Fig. 1: layout detail
Bar = 5 µm. Window x 58 to 78, y 58 to 78 µm. Cells in grey, sequential cells in the stronger grey; small squares are vias.
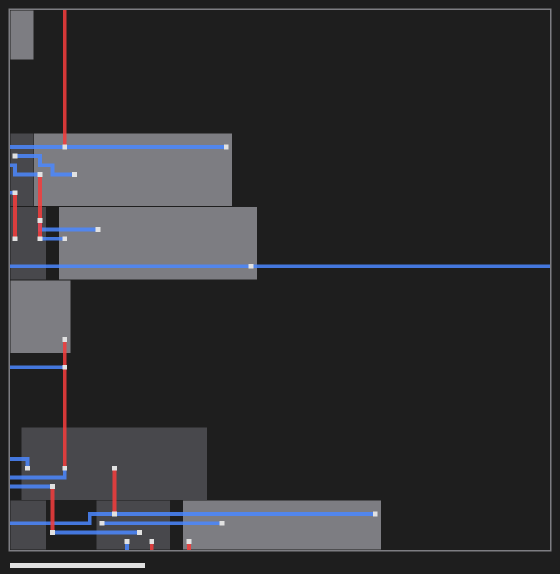
Fig. 2: signal wires by layer
Bar = 20 µm. Only two layers are drawn.
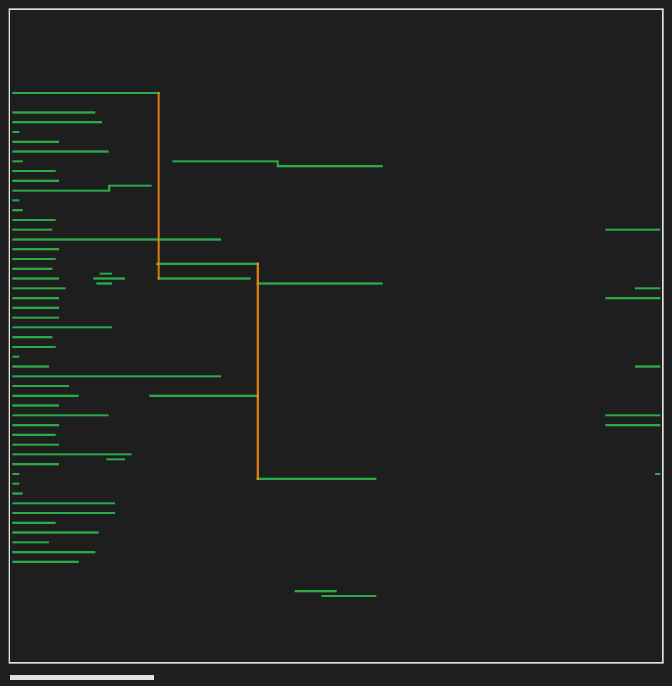
Fig. 3: routing congestion map
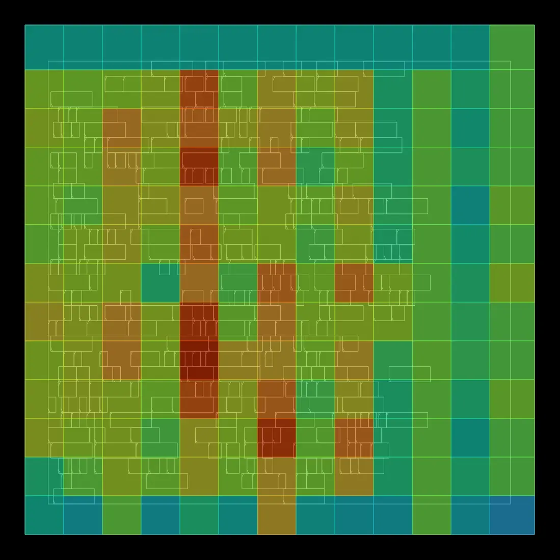
Design bank_cmd_sequencer, sky130hd; sources not shown.
==> results.txt <==
Update from the flow run.

The cell area that synthesis handed to floorplanning was 0.00274 mm². For this run the detailed placement stage logged an HPWL of approximately 4600 µm. After routing, the total negative slack on setup checks comes to 0 ps.

The level count of the clock H-tree is 3. The count of nets left with antenna violations once routing finished came out at 0. In the hold timing report, the worst path depth is 2.

The synthesized netlist handed to floorplanning was reported with a cell count of 304. The cell family contributing the most delay on the critical path is simple AND/OR/NAND/NOR gates. Once placement completed, the tool counted placed cells totaling around 370. The largest single stage delay on the critical path is 400 ps.

Power comes to 1.92 mW. The signal on the critical path passes through inv_1 > ha_1 > nor4bb_1 > a311o_2 > and2_2. The top cell type in the final layout, fill and taps aside, is nand2_1.

The cell-mix breakdown from Yosys lists the XOR/XNOR area share as 0.0735. Looking at the clock tree report, the root buffer type is clkbuf_8. The script logs the mean routed wire length per placed instance as around 16 µm. The run finished with clean final reports.

The placement-stage worst setup slack is ~1400 ps. The final critical-path setup slack is 1190 ps. Entering global routing, the biggest net connects 46 pins. The wire length of the first global-routing pass is 10200 µm. The placement-stage cell area is 0.00276 mm².

The height of the chip is 90.8 µm. The final layout contains 358 nets. The number of gates given a new drive strength after cts is 0. Yosys printed 0 warnings.

Summed over all layers, the global routing overflow is 0. Per the synthesis report, the adder-cell share of the synthesized area is 0.0502. The clock-pin slew reported for the worst setup and hold paths after clock tree synthesis is about 60 ps.

Warnings raised by the tools during the run amount to 32. The fmax is 0.331 GHz. The first detailed-routing pass ran for 4 iterations. Clock latency on the worst-skew pair, taken at its later pin, is 330 ps. The floorplan utilization is 0.422.

The mux cell area share after synthesis is 0.00365. The final report gives the standard cell area, fillers excluded, as 0.00295 mm². The top logic cell family in the synthesized netlist is simple AND/OR/NAND/NOR gates.
Back to the opening pictures, Fig. 1:
legend:
  met2:
    colour: red
  met1:
    colour: blue
cells with their middle in the window: 5
most frequent: dfxtp_1 (3), nor3b_4 (1), nor3b_1 (1)
sequential cells in the window: 3

Back to the opening pictures, Fig. 2:
legend:
  met3:
    colour: green
    wire_length: 560 µm
  met4:
    colour: orange
    wire_length: 55.8 µm
overall global routing resource usage: 0.156
Vias: 2042

Back to the opening pictures, Fig. 3:
met2 routing resource usage after global routing: 0.244
end-of-flow core utilization: 0.454

power by group:
part / leakage (nW) / switching [mW] / internal [mW]
clock: 0.0949 / 0.215 / 0.239
combinational: 0.485 / 0.374 / 0.288
sequential: 0.498 / 0.122 / 0.678
total: 1.08 / 0.711 / 1.20
Yosys cell counts (all sizes together), types with 3 or more instances:
| cell | count | share of area |
|---|---|---|
| nor2b | 3 | 0.0078 |
| and3 | 4 | 0.011 |
| inv | 11 | 0.015 |
| xnor2 | 21 | 0.067 |
| nor3 | 11 | 0.020 |
| clkbuf | 9 | 0.012 |
| nand2 | 65 | 0.089 |
| buf | 5 | 0.019 |
| nand3 | 3 | 0.010 |
| ha | 11 | 0.050 |
| o21bai | 3 | 0.0082 |
| nor2 | 8 | 0.011 |
| and2 | 3 | 0.0073 |
| a21oi | 35 | 0.068 |
| nand4 | 4 | 0.0091 |
| dfxtp | 61 | 0.45 |
| nor3b | 6 | 0.029 |
| a22o | 14 | 0.048 |
| o21ai | 9 | 0.016 |
metal layers:
| metal | wire [µm] | part of all wire | vias up |
|---|---|---|---|
| met3 | 559 | 0.089 | 6 |
| li1 | - | - | 1031 |
| met1 | 2830 | 0.45 | 928 |
| met4 | 55 | 0.0087 | 0 |
| met5 | 0 | 0 | - |
| met2 | 2870 | 0.45 | 77 |
final cells by class:
class,count,area [µm²]
Clock inverter,4,23.8
Tap cell,77,96.3
Multi-Input combinational cell,218,1400
Inverter,11,41.3
Timing Repair Buffer,1,11.3
Sequential cell,61,1220
Fill cell,622,3550
Clock buffer,11,151
tightest hold or removal path, delay by kind of cell, from the launching register on:
kind / cells / cell delay (ps)
AND/OR/NAND/NOR: 1 / 60
flip-flops: 1 / 330
AND-OR/OR-AND: 1 / 50
Power and IR drop assume default switching activity.
